--- src/rtl/usb_tx_pkg.sv ---
// rtl/usb_tx_pkg.sv - shared types and constants for the USB TX line path
package usb_tx_pkg;

  localparam int USB_STUFF_LEN = 6;

  typedef enum logic [1:0] {
    LINE_J,
    LINE_K,
    LINE_SE0
  } line_t;

  typedef enum logic [2:0] {
    ST_IDLE,
    ST_ACTIVE,
    ST_STUFF,
    ST_SE0,
    ST_EOP_J
  } enc_state_t;

  function automatic line_t level_to_line(input logic level);
    return level ? LINE_J : LINE_K;
  endfunction

  // Pin pair {dp, dm} for a line state
  function automatic logic [1:0] line_pins(input line_t line);
    case (line)
      LINE_K:   return 2'b01;
      LINE_SE0: return 2'b00;
      default:  return 2'b10;
    endcase
  endfunction

endpackage

--- src/rtl/flex_counter.sv ---
// rtl/flex_counter.sv - saturating up-counter with synchronous clear
module flex_counter #(
  parameter int NUM_CNT_BITS = 3
) (
  input  logic                    clk,
  input  logic                    n_rst,
  input  logic                    clear_i,
  input  logic                    count_enable_i,
  input  logic [NUM_CNT_BITS-1:0] rollover_val_i,
  output logic [NUM_CNT_BITS-1:0] count_o
);

  logic [NUM_CNT_BITS-1:0] count_q, count_d;

  always_comb begin
    count_d = count_q;
    if (clear_i) begin
      count_d = '0;
    end else if (count_enable_i && (count_q != rollover_val_i)) begin
      count_d = count_q + 1'b1;
    end
  end

  always_ff @(posedge clk or negedge n_rst) begin
    if (!n_rst) begin
      count_q <= '0;
    end else begin
      count_q <= count_d;
    end
  end

  assign count_o = count_q;

endmodule

--- src/rtl/usb_tx_line_encoder.sv ---
// rtl/usb_tx_line_encoder.sv - bit stuffing, NRZI encoding and EOP generation for the USB TX pins
module usb_tx_line_encoder
  import usb_tx_pkg::*;
#(
  parameter int STUFF_LEN = USB_STUFF_LEN
) (
  input  logic clk,
  input  logic n_rst,
  input  logic bit_strobe,
  input  logic tx_active,
  input  logic raw_dp,
  input  logic raw_dm,
  output logic stall,
  output logic dp_out,
  output logic dm_out,
  output logic eop_done,
  output logic line_err
);

  localparam int CNT_W = $clog2(STUFF_LEN + 1);

  enc_state_t       state_q, state_d;
  logic             level_q, level_d;
  logic             dp_q, dp_d, dm_q, dm_d;
  logic             stall_q, stall_d;
  logic             eop_q, eop_d;
  logic             err_q, err_d;
  logic             cnt_clear, cnt_inc, encode;
  logic [CNT_W-1:0] ones_cnt;
  logic             ones_full;
  logic [1:0]       raw;

  assign raw       = {raw_dp, raw_dm};
  assign ones_full = (ones_cnt == CNT_W'(STUFF_LEN));

  flex_counter #(
    .NUM_CNT_BITS(CNT_W)
  ) u_ones_cnt (
    .clk           (clk),
    .n_rst         (n_rst),
    .clear_i       (cnt_clear),
    .count_enable_i(cnt_inc),
    .rollover_val_i(CNT_W'(STUFF_LEN)),
    .count_o       (ones_cnt)
  );

  always_comb begin
    state_d   = state_q;
    level_d   = level_q;
    {dp_d, dm_d} = {dp_q, dm_q};
    stall_d   = stall_q;
    eop_d     = 1'b0;
    err_d     = 1'b0;
    cnt_clear = 1'b0;
    cnt_inc   = 1'b0;
    encode    = 1'b0;

    // Abort wins over any strobe arriving in the same clk
    if ((state_q == ST_ACTIVE || state_q == ST_STUFF) && !tx_active) begin
      state_d      = ST_IDLE;
      level_d      = 1'b1;
      {dp_d, dm_d} = line_pins(LINE_J);
      stall_d      = 1'b0;
      cnt_clear    = 1'b1;
      err_d        = 1'b1;
    end else begin
      unique case (state_q)
        ST_IDLE: begin
          level_d      = 1'b1;
          {dp_d, dm_d} = line_pins(LINE_J);
          stall_d      = 1'b0;
          cnt_clear    = 1'b1;
          encode       = bit_strobe && tx_active;
        end
        ST_ACTIVE: begin
          if (ones_full) begin
            state_d = ST_STUFF;
            stall_d = 1'b1;
          end else begin
            encode = bit_strobe;
          end
        end
        ST_STUFF: begin
          if (bit_strobe) begin
            state_d      = ST_ACTIVE;
            level_d      = ~level_q;
            {dp_d, dm_d} = line_pins(level_to_line(~level_q));
            stall_d      = 1'b0;
            cnt_clear    = 1'b1;
          end
        end
        ST_SE0: begin
          cnt_clear = 1'b1;
          if (bit_strobe && (raw != 2'b00 || !tx_active)) begin
            state_d      = ST_EOP_J;
            level_d      = 1'b1;
            {dp_d, dm_d} = line_pins(LINE_J);
          end
        end
        ST_EOP_J: begin
          if (bit_strobe) begin
            state_d = ST_IDLE;
            eop_d   = 1'b1;
          end
        end
        default: state_d = ST_IDLE;
      endcase
    end

    // NRZI: data 0 toggles the line, data 1 (and illegal 11) holds it
    if (encode) begin
      state_d = ST_ACTIVE;
      unique case (raw)
        2'b01: begin
          level_d   = ~level_q;
          cnt_clear = 1'b1;
          cnt_inc   = 1'b0;
        end
        2'b00: begin
          state_d   = ST_SE0;
          cnt_clear = 1'b1;
          cnt_inc   = 1'b0;
        end
        default: begin
          cnt_clear = 1'b0;
          cnt_inc   = 1'b1;
          err_d     = (raw == 2'b11);
        end
      endcase
      {dp_d, dm_d} = (raw == 2'b00) ? line_pins(LINE_SE0) : line_pins(level_to_line(level_d));
    end
  end

  always_ff @(posedge clk or negedge n_rst) begin
    if (!n_rst) begin
      state_q <= ST_IDLE;
      level_q <= 1'b1;
      dp_q    <= 1'b1;
      dm_q    <= 1'b0;
      stall_q <= 1'b0;
      eop_q   <= 1'b0;
      err_q   <= 1'b0;
    end else begin
      state_q <= state_d;
      level_q <= level_d;
      dp_q    <= dp_d;
      dm_q    <= dm_d;
      stall_q <= stall_d;
      eop_q   <= eop_d;
      err_q   <= err_d;
    end
  end

  assign stall    = stall_q;
  assign dp_out   = dp_q;
  assign dm_out   = dm_q;
  assign eop_done = eop_q;
  assign line_err = err_q;

endmodule
--- config.mk ---
export PLATFORM = sky130hd
export DESIGN_NAME = usb_tx_line_encoder
export DESIGN_NICKNAME = d
export VERILOG_FILES = /design/src/rtl/usb_tx_pkg.sv /design/src/rtl/flex_counter.sv /design/src/rtl/usb_tx_line_encoder.sv
export SDC_FILE = /design/constraint.sdc
export NUM_CORES = 1
export LEC_CHECK = 0
export CAP_MARGIN = 20
export CORE_MARGIN = 10
export CORE_UTILIZATION = 58
export DETAILED_ROUTE_END_ITERATION = 10
export PLACE_DENSITY = 0.91
export SETUP_SLACK_MARGIN = 0.1
export SLEW_MARGIN = 10
export SYNTH_ARGS = -nofsm -noshare
export SYNTH_HDL_FRONTEND = slang
export SYNTH_SLANG_ARGS = --single-unit
--- constraint.sdc ---
create_clock -name clk -period 2.95 [get_ports clk]
set_input_delay 0.59 -clock clk [delete_from_list [all_inputs] [get_ports clk]]
set_output_delay 0.59 -clock clk [all_outputs]
set_load 0.1 [all_outputs]
### Wires at chosen ports, followed through buffers

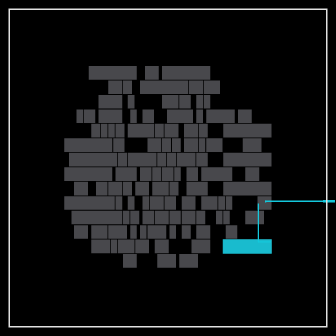
eop_done: in cyan, bits 1, direction output, end cells 1, wire 20.5 um.

==> out/metrics.yaml <==
outcome:
  status: "finished clean"
placed_design:
  dp.cells: 122
  io_buffers: 10
  pre_cts_ws_ps: 291
clock_network:
  cts.sinks: 12
  ctsHoldBuffers: 0
  cts_tree: "yes"
  clk_path_buf_depth: 2
  post-cts-setup-buffers: 0
final_layout:
  stdcell_count: 126
  sh_comb_area_pct: 51.8
  clock_tree_area_fraction_pct: 3.61
  nClkBuffers: 4
  finish.instance_area_um2: 1000
  nets: 119
  design.seq.count: 12
  non_clock_buffer_area_share_pct: 10.2
  largest_class: "combinational gates"
  utilization_pct: 67.5
  area_growth_pct: 11.5
  drive_above_1_share_pct: 20.0
worst_setup_path:
  cp_top_family: "buffers and inverters"
  arrival_ps: 2550
  crit_path_end_kind: "register"
  worstSetupEndpoint: "state_q[1]"
  cp_slowest_cell: "clkdlybuf4s50_1"
  r2r-end: "state_q[1]"
  critical_path.cell_chain: "clkdlybuf4s50_1 > or3b_4 > a21oi_2 > nor2_1 > o32ai_2 > mux2_4"
  path_buffers: 1
  cp_slowest_stage_delay_ps: 680
  critPathLaunch: "tx_active"
  critPathKind: "input pin to register"
power_and_ir_drop:
  switching_share_pct: 48.0
  p_int_mw: 0.452
  power-top-group: "combinational cells"
  p_clk_share_pct: 16.1
  powerSeq_mw: 0.280
  power.total_mw: 0.869
  switchingPower_mw: 0.417
  p_per_area_nw_per_um2: 865
  vdd_drop_max_mv: 0.871
  seq_power_share_pct: 32.2
  powerComb_mw: 0.449
global_routing:
  grt.total_usage_pct: 12.1
  grt_pass1_wl_mm: 3.45
  grt_max_degree: 14
  antenna_found_initial: 0
  grt_pass1_vias: 776
  gr-usage-met2_pct: 18.6
route:
  avgRoutedWirePerCell_um: 16.7
  drtIter0Drc: 41
  top_layer: "met4"
  drc_errors: 0
  avgViaCountPerCell: 6.43
  m1WireLength_um: 893
final_timing:
  hold_violations: 0
  rsz0062_at_grt: "no"
  max-slew-margin-rel_pct: 65.1
  worst_pin_slew_ps: 522
  period_minus_slack_ps: 2370
synthesis:
  area_leaders: "dfrtp_1 28%, dfstp_2 5.8%, nand2_1 3.3%, nor2_1 3.3%, ha_1 2.8%"
  ys_seq_share_pct: 33.6
  ys_sh_simple_pct: 23.8
  synth-edff-count: 0
  postSynthAreaPerCell_um2: 8.92
  synthAoiAreaFrac_pct: 27.4
  ys_cells: 101
  ys_sh_mux_pct: 3.89
  syn-num-nets: 109
  yosysWarnings: 0
  ys_sh_xor_pct: 0
  synthCells: 101
hold_path:
  holdPathStages: 2
run:
  warnings: 27
### Logic cells by family

Scale bar: 20 um.
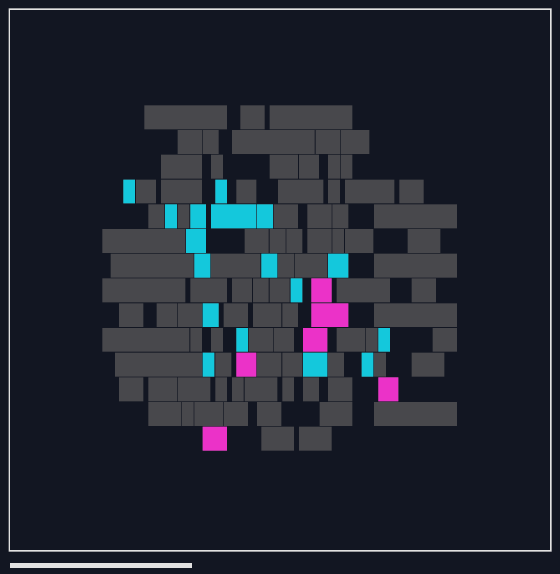
and/or cells: in magenta, cells 6. nand cells: in cyan, cells 17.

Power figures rest on the tool's default switching activity, not on a simulated workload.
